`config.mk`:
```
export PLATFORM = sky130hd
export DESIGN_NAME = lsu_sequencer
export DESIGN_NICKNAME = d
export VERILOG_FILES = /design/src/rtl/lsu_pkg.sv /design/src/rtl/lsu_fifo.sv /design/src/rtl/lsu_sequencer.sv
export SDC_FILE = /design/constraint.sdc
export NUM_CORES = 1
export LEC_CHECK = 0
export ABC_AREA = 1
export ABC_CLOCK_PERIOD_IN_PS = 4000
export CORE_MARGIN = 1
export CORE_UTILIZATION = 40
export CTS_BUF_LIST = sky130_fd_sc_hd__clkbuf_4
export CTS_CLUSTER_SIZE = 20
export DETAILED_ROUTE_END_ITERATION = 10
export GPL_TIMING_DRIVEN = 0
export HOLD_SLACK_MARGIN = 0.15
export PLACE_DENSITY = 0.75
export SLEW_MARGIN = 20
export SYNTH_ARGS = -nofsm -noshare
export SYNTH_HDL_FRONTEND = slang
export SYNTH_SLANG_ARGS = --single-unit
```
`constraint.sdc`:
```
create_clock -name clk -period 4 [get_ports clk]
set_clock_uncertainty 0.05 [all_clocks]
set_input_delay 0.8 -clock clk [delete_from_list [all_inputs] [get_ports clk]]
set_output_delay 0.8 -clock clk [all_outputs]
set_load 0.005 [all_outputs]
```
`src/rtl/lsu_pkg.sv`:
```
// Shared opcodes, FSM state type and queue entry layout for the lane-4 load/store sequencer.
package lsu_pkg;

    localparam int unsigned LSU_ADDR_W = 32;
    localparam int unsigned LSU_DATA_W = 32;
    localparam int unsigned LSU_TAG_W  = 5;

    localparam logic [3:0] OP_LOAD  = 4'b0010;
    localparam logic [3:0] OP_STORE = 4'b0100;

    typedef enum logic [1:0] {
        IDLE = 2'd0,
        REQ  = 2'd1,
        WB   = 2'd2
    } lsu_state_t;

    // Queued instruction; field widths are the sequencer's default port widths.
    typedef struct packed {
        logic                  we;
        logic [LSU_ADDR_W-1:0] addr;
        logic [LSU_DATA_W-1:0] wdata;
        logic [LSU_TAG_W-1:0]  tag;
    } lsu_entry_t;

    function automatic logic is_mem_op(input logic [3:0] op);
        return (op == OP_LOAD) || (op == OP_STORE);
    endfunction

endpackage

```
`src/rtl/lsu_fifo.sv`:
```
// In-order instruction queue: synchronous FIFO with clear, power-of-two depth, wrapping pointers.
module lsu_fifo #(
    parameter int unsigned WIDTH = 8,
    parameter int unsigned DEPTH = 4
) (
    input  logic                     clk,
    input  logic                     rst_n,
    input  logic                     clear,
    input  logic                     push,
    input  logic                     pop,
    input  logic [WIDTH-1:0]         wdata,
    output logic [WIDTH-1:0]         rdata,
    output logic                     full,
    output logic                     empty,
    output logic [$clog2(DEPTH):0]   count
);

    localparam int unsigned PTR_W = $clog2(DEPTH);
    localparam int unsigned CNT_W = PTR_W + 1;

    logic [WIDTH-1:0] mem [DEPTH];
    logic [PTR_W-1:0] wr_ptr;
    logic [PTR_W-1:0] rd_ptr;
    logic             do_push;
    logic             do_pop;

    // Full refuses a push even when a pop happens in the same cycle.
    assign full    = (count == CNT_W'(DEPTH));
    assign empty   = (count == '0);
    assign do_push = push && !full && !clear;
    assign do_pop  = pop && !empty && !clear;
    assign rdata   = mem[rd_ptr];

    always_ff @(posedge clk) begin
        if (do_push) begin
            mem[wr_ptr] <= wdata;
        end
    end

    always_ff @(posedge clk or negedge rst_n) begin
        if (!rst_n) begin
            wr_ptr <= '0;
            rd_ptr <= '0;
            count  <= '0;
        end else if (clear) begin
            wr_ptr <= '0;
            rd_ptr <= '0;
            count  <= '0;
        end else begin
            if (do_push) begin
                wr_ptr <= wr_ptr + PTR_W'(1);
            end
            if (do_pop) begin
                rd_ptr <= rd_ptr + PTR_W'(1);
            end
            case ({do_push, do_pop})
                2'b10:   count <= count + CNT_W'(1);
                2'b01:   count <= count - CNT_W'(1);
                default: count <= count;
            endcase
        end
    end

endmodule

```
`src/rtl/lsu_sequencer.sv`:
```
// Lane-4 load/store sequencer: queues memory ops and drives the single data-memory port,
// returning load results to writeback as a tagged one-cycle pulse.
module lsu_sequencer
    import lsu_pkg::*;
#(
    parameter int unsigned ADDR_W = LSU_ADDR_W,
    parameter int unsigned DATA_W = LSU_DATA_W,
    parameter int unsigned TAG_W  = LSU_TAG_W,
    parameter int unsigned DEPTH  = 4
) (
    input  logic              clk,
    input  logic              rst_n,
    input  logic              issue_valid,
    input  logic [3:0]        issue_op,
    input  logic [ADDR_W-1:0] issue_addr,
    input  logic [DATA_W-1:0] issue_wdata,
    input  logic [TAG_W-1:0]  issue_tag,
    output logic              issue_ready,
    input  logic              flush,
    output logic              mem_req,
    output logic              mem_we,
    output logic [ADDR_W-1:0] mem_addr,
    output logic [DATA_W-1:0] mem_wdata,
    input  logic              mem_ack,
    input  logic [DATA_W-1:0] mem_rdata,
    output logic              wb_valid,
    output logic [TAG_W-1:0]  wb_tag,
    output logic [DATA_W-1:0] wb_data,
    output logic              busy
);

    localparam int unsigned CNT_W = $clog2(DEPTH) + 1;

    lsu_entry_t       push_entry;
    lsu_entry_t       head;
    logic             fifo_full;
    logic             fifo_empty;
    logic [CNT_W-1:0] count;
    logic             push;
    logic             pop;

    lsu_state_t       state;
    logic             kill;
    logic [TAG_W-1:0] hold_tag;

    assign push        = issue_valid && is_mem_op(issue_op) && !flush;
    assign pop         = (state == IDLE) && !fifo_empty && !flush;
    assign issue_ready = !fifo_full;
    assign busy        = (count != '0) || (state != IDLE);

    always_comb begin
        push_entry       = '0;
        push_entry.we    = (issue_op == OP_STORE);
        push_entry.addr  = LSU_ADDR_W'(issue_addr);
        push_entry.wdata = LSU_DATA_W'(issue_wdata);
        push_entry.tag   = LSU_TAG_W'(issue_tag);
    end

    lsu_fifo #(
        .WIDTH ($bits(lsu_entry_t)),
        .DEPTH (DEPTH)
    ) u_fifo (
        .clk   (clk),
        .rst_n (rst_n),
        .clear (flush),
        .push  (push),
        .pop   (pop),
        .wdata (push_entry),
        .rdata (head),
        .full  (fifo_full),
        .empty (fifo_empty),
        .count (count)
    );

    // Port FSM; mem_we/mem_addr/mem_wdata plus hold_tag form the hold register for the op in flight.
    always_ff @(posedge clk or negedge rst_n) begin
        if (!rst_n) begin
            state     <= IDLE;
            kill      <= 1'b0;
            hold_tag  <= '0;
            mem_req   <= 1'b0;
            mem_we    <= 1'b0;
            mem_addr  <= '0;
            mem_wdata <= '0;
            wb_valid  <= 1'b0;
            wb_tag    <= '0;
            wb_data   <= '0;
        end else begin
            wb_valid <= 1'b0;
            case (state)
                IDLE: begin
                    if (pop) begin
                        state     <= REQ;
                        mem_req   <= 1'b1;
                        mem_we    <= head.we;
                        mem_addr  <= ADDR_W'(head.addr);
                        mem_wdata <= DATA_W'(head.wdata);
                        hold_tag  <= TAG_W'(head.tag);
                    end
                end
                REQ: begin
                    // The request is never withdrawn; a flush only marks a load result as dead.
                    if (mem_ack) begin
                        mem_req <= 1'b0;
                        if (mem_we) begin
                            state <= IDLE;
                            kill  <= 1'b0;
                        end else begin
                            state    <= WB;
                            wb_valid <= !(kill || flush);
                            wb_tag   <= hold_tag;
                            wb_data  <= mem_rdata;
                            kill     <= kill || flush;
                        end
                    end else if (flush) begin
                        kill <= 1'b1;
                    end
                end
                WB: begin
                    state <= IDLE;
                    kill  <= 1'b0;
                end
                default: begin
                    state <= IDLE;
                end
            endcase
        end
    end

endmodule

```
Clock distribution:
The bar under the picture is 50 um long.
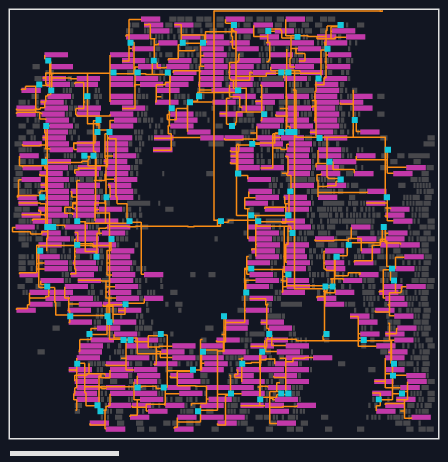
legend:
  clock wires:
    color: orange
    length: 4970 um
  flip-flops:
    color: magenta
    count: 399
  clock-net drivers:
    color: cyan
    count: 100
flops lie: all over the die
routed clock nets: 101

Clock wiring as the flow saved it:
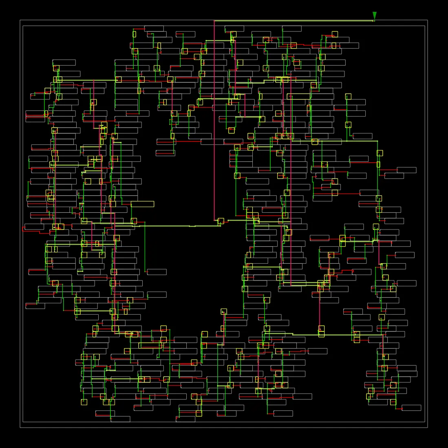
P_clk: 3.57 mW
CTS sink count: 399
seq_cells: 399
Layout clock buffers: 153

Signal wires on met4:
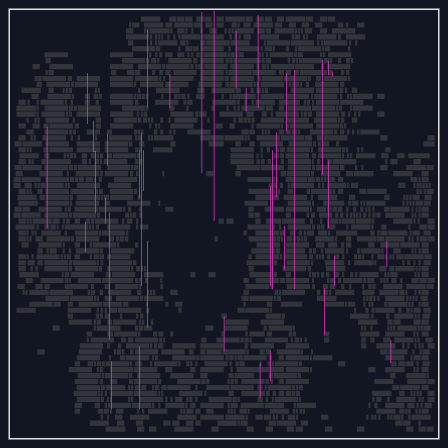
nets with wire on the layer: 22
share of all routed wire: 3.1%
main direction: vertical
vias post-DR: 10600
final WL: 37800 um

Placement by cell class:
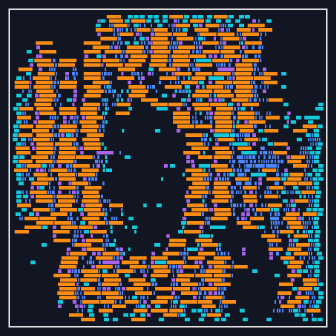
legend:
  remaining logic cells:
    color: blue
    cells: 756
  clock drivers and dummy loads:
    color: purple
    cells: 188
  remaining buffers and delay cells:
    color: cyan
    cells: 295
  registers:
    color: orange
    cells: 399

Signal metal coverage by tile:
The die is cut into 39 by 39 equal tiles; dark blue is low, red is high, scaled to the fullest tile. Values are wire area over tile area, all layers added.
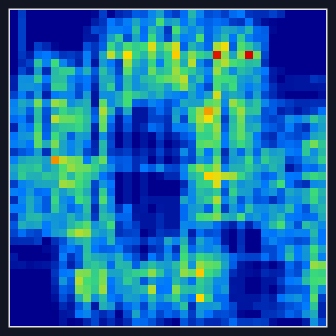
nearly empty tiles: 13%
fullest tile: 0.64
tiles over half the peak: 9.1%
mean over tiles: 0.16
DR WL/cell: 17.9 um
GR Util All Layers: 20.2%

==> flow_summary.toml <==
# flow metrics
[outcome]
status = "finished clean"

[clocking]
ctsHoldBuffers = 1
cts_max_level = 3
clkSlewWorstSetupHoldPaths_ns = 0.06
cts_made_buffers = 100
cts-root-buf = "clkbuf_4"
cts_setup_buffers = 0
clk_latency_ns = 0.77
cts_tree = "done"
cts.repair.resized = 0
clockBufferDepth = 3

[synthesis]
synth-main-ff-cell = "edfxtp_1"
synthTopCellsByCount = "323 x nand2_1, 280 x edfxtp_1, 152 x o21ai_0"
synth_area_leader_cell = "edfxtp_1"
synthArstFlopShare_pct = 29.8
syn_inst = 1221
syn_area_um2 = 15000
ys.flops = 399
synth.distinct_cells = 25
ys_seq_share_pct = 75.7
top_cell = "nand2_1"
edf_count = 280
synth_top_area_share_pct = 55.9
yosys_cells = 1221
avgSynthCellArea_um2 = 12.3
yosys_warnings = 0
synthTopCellsByArea = "edfxtp_1 56%, dfrtp_1 20%, nand2_1 8.1%"
synthesis.nets = 1336
yosys_area_um2 = 15000

[worst_setup_path]
startpoint_type = "flip-flop"
criticalPathCategory = "flip-flop to output port"
worstSetupStartpoint = "state[0]"
r2r_start = "u_fifo.count[0]"
worstPathRequired_ns = 3.15
worstPathArrival_ns = 2.17
worst-path-max-fanout = 5

[power]
pwr-share-seq_pct = 48.3
max-vdd-ir-drop_uv = 390
pwr-share-clk_pct = 32.7
power.switching_mw = 2.78
pwr_density_cell_nw_per_um2 = 559
p_total_mw = 10.9
p_leak_nw = 7.72
p_int_mw = 8.15
switching_share_pct = 25.4

[placement]
pre_cts_ws_ns = 0.479
placedCellCount = 1917
post-dp-hpwl_um = 24400
post_dp_cell_area_um2 = 18100
gp_congestion = 0.778

[min_path]
hold_class = "flip-flop to flip-flop"
min_from = "wb_data[21]"

[route]
remaining_drc_errors = 0
antenna_left = 0
drtPass1Iterations = 5
vias_per_cell = 5.03
first_iter_violations = 757

[finish]
nets = 1667
postLayoutCoreUtil_pct = 53.1
finalInstanceArea_um2 = 19500
fin_cells = 2110
drive_above_1_share_pct = 14.2
fillers = 3085
area_delta_synth_final_pct = 29.9

[sta]
final_hold_viol_count = 0
setup_viol = 0
final.setup.worst_slack_ns = 0.975
grt_setup_unrepaired = "false"
fmax_ghz = 0.331
slew_headroom_pct = 52.0
worst_slew_pin_slew_ns = 0.719
drv_slew = 0
whs_ns = 0.422
finalCritPeriodShare_pct = 75.6
fin_crit_ns = 3.02

[die]
design.core.area_um2 = 36800
num_io_pins = 216
fp_util_pct = 40.9
rows = 70
die_w_um = 196
dieArea_um2 = 38400
dieHeight_um = 196

[run]
tool_warnings = 30
maxCapViolCount = 0

[global_routing]
grt_first_pass_wirelength_um = 59000
grt_max_degree = 69
grt_overflow = 0
grt_pass1_vias = 10900
[sequential cells by signal, summed over array words and instances, names as in the netlist, 3 cells and up]
name and cells:
hold_tag 5, mem_addr 32, mem_wdata 32, u_fifo.count 3, u_fifo.mem 280, wb_data 32, wb_tag 5
[final timing paths]
check                           cells past startpoint           endpoint  slack (ns)
max in group asynchronous                           3       mem_addr[22]        2.65
worst max-delay path                                3               busy        0.98
min in group asynchronous                           2       mem_wdata[1]        0.49
worst min-delay path                                2        wb_data[21]        0.42
worst max register to register                      6  u_fifo.mem[2][48]        1.55
worst min register to register                      2        wb_data[21]        0.42
[routing by layer]
layer	wire [um]	global-route usage [%]
met1	15800	25.3
met2	18200	33.0
met3	2650	4.73
met4	1180	9.81
met5	0	0.383
[logic make-up after synthesis]
kind of cell	count (synthesis)	share of synthesized area, %
XOR/XNOR	1	0.0582
adder cells (fa/ha/maj)	5	0.466
buffers and inverters	94	2.84
AND/OR/NAND/NOR	491	12.6
flip-flops	399	75.7
AND-OR/OR-AND	231	8.32
[layout make-up]
type	count	area [um^2]	share of cell area, %
diodes	4	10.0	0.0512
plain buffers	66	322	1.65
clock buffers	153	1150	5.88
clock inverters	35	235	1.20
inverters	28	105	0.538
multi-input cells	728	3260	16.7
flip-flops and latches	399	11400	58.3
well taps	468	586	3.00
repair buffers	229	2490	12.7
[placed cells by master (no fill, tap or decap), types with 4 or more instances in the layout]
| cell type | n |
|---|---|
| clkinvlp_4 | 4 |
| dfrtp_1 | 119 |
| nor2_4 | 4 |
| nand2_1 | 323 |
| clkbuf_4 | 153 |
| buf_12 | 5 |
| inv_1 | 23 |
| inv_2 | 5 |
| o21ai_0 | 152 |
| edfxtp_1 | 280 |
| buf_2 | 28 |
| ha_1 | 4 |
| buf_16 | 8 |
| diode_2 | 4 |
| nand3_1 | 11 |
| clkbuf_1 | 31 |
| nor2_1 | 145 |
| o22ai_1 | 70 |
| clkinv_1 | 23 |
| buf_6 | 4 |
| clkinv_2 | 4 |
| o21ai_1 | 5 |
| clkdlybuf4s50_1 | 214 |
[worst max-delay path, stage by stage (launching register included)]
cell             delay (ns)
dfrtp_1                0.41
nor2_2                 0.36
nand3_1                0.16
clkdlybuf4s50_1        0.50
[power groups by stage]
stage	registers (mW)	clock network (mW)	logic, mW
after floorplan	5.38	0	0.618
after global placement	5.34	0	2.05
after detailed placement	5.36	0	2.10
after CTS	5.28	3.66	2.11
after global routing	5.34	3.88	2.30
final	5.28	3.57	2.08
Power figures rest on the tool's default switching activity, not on a simulated workload.
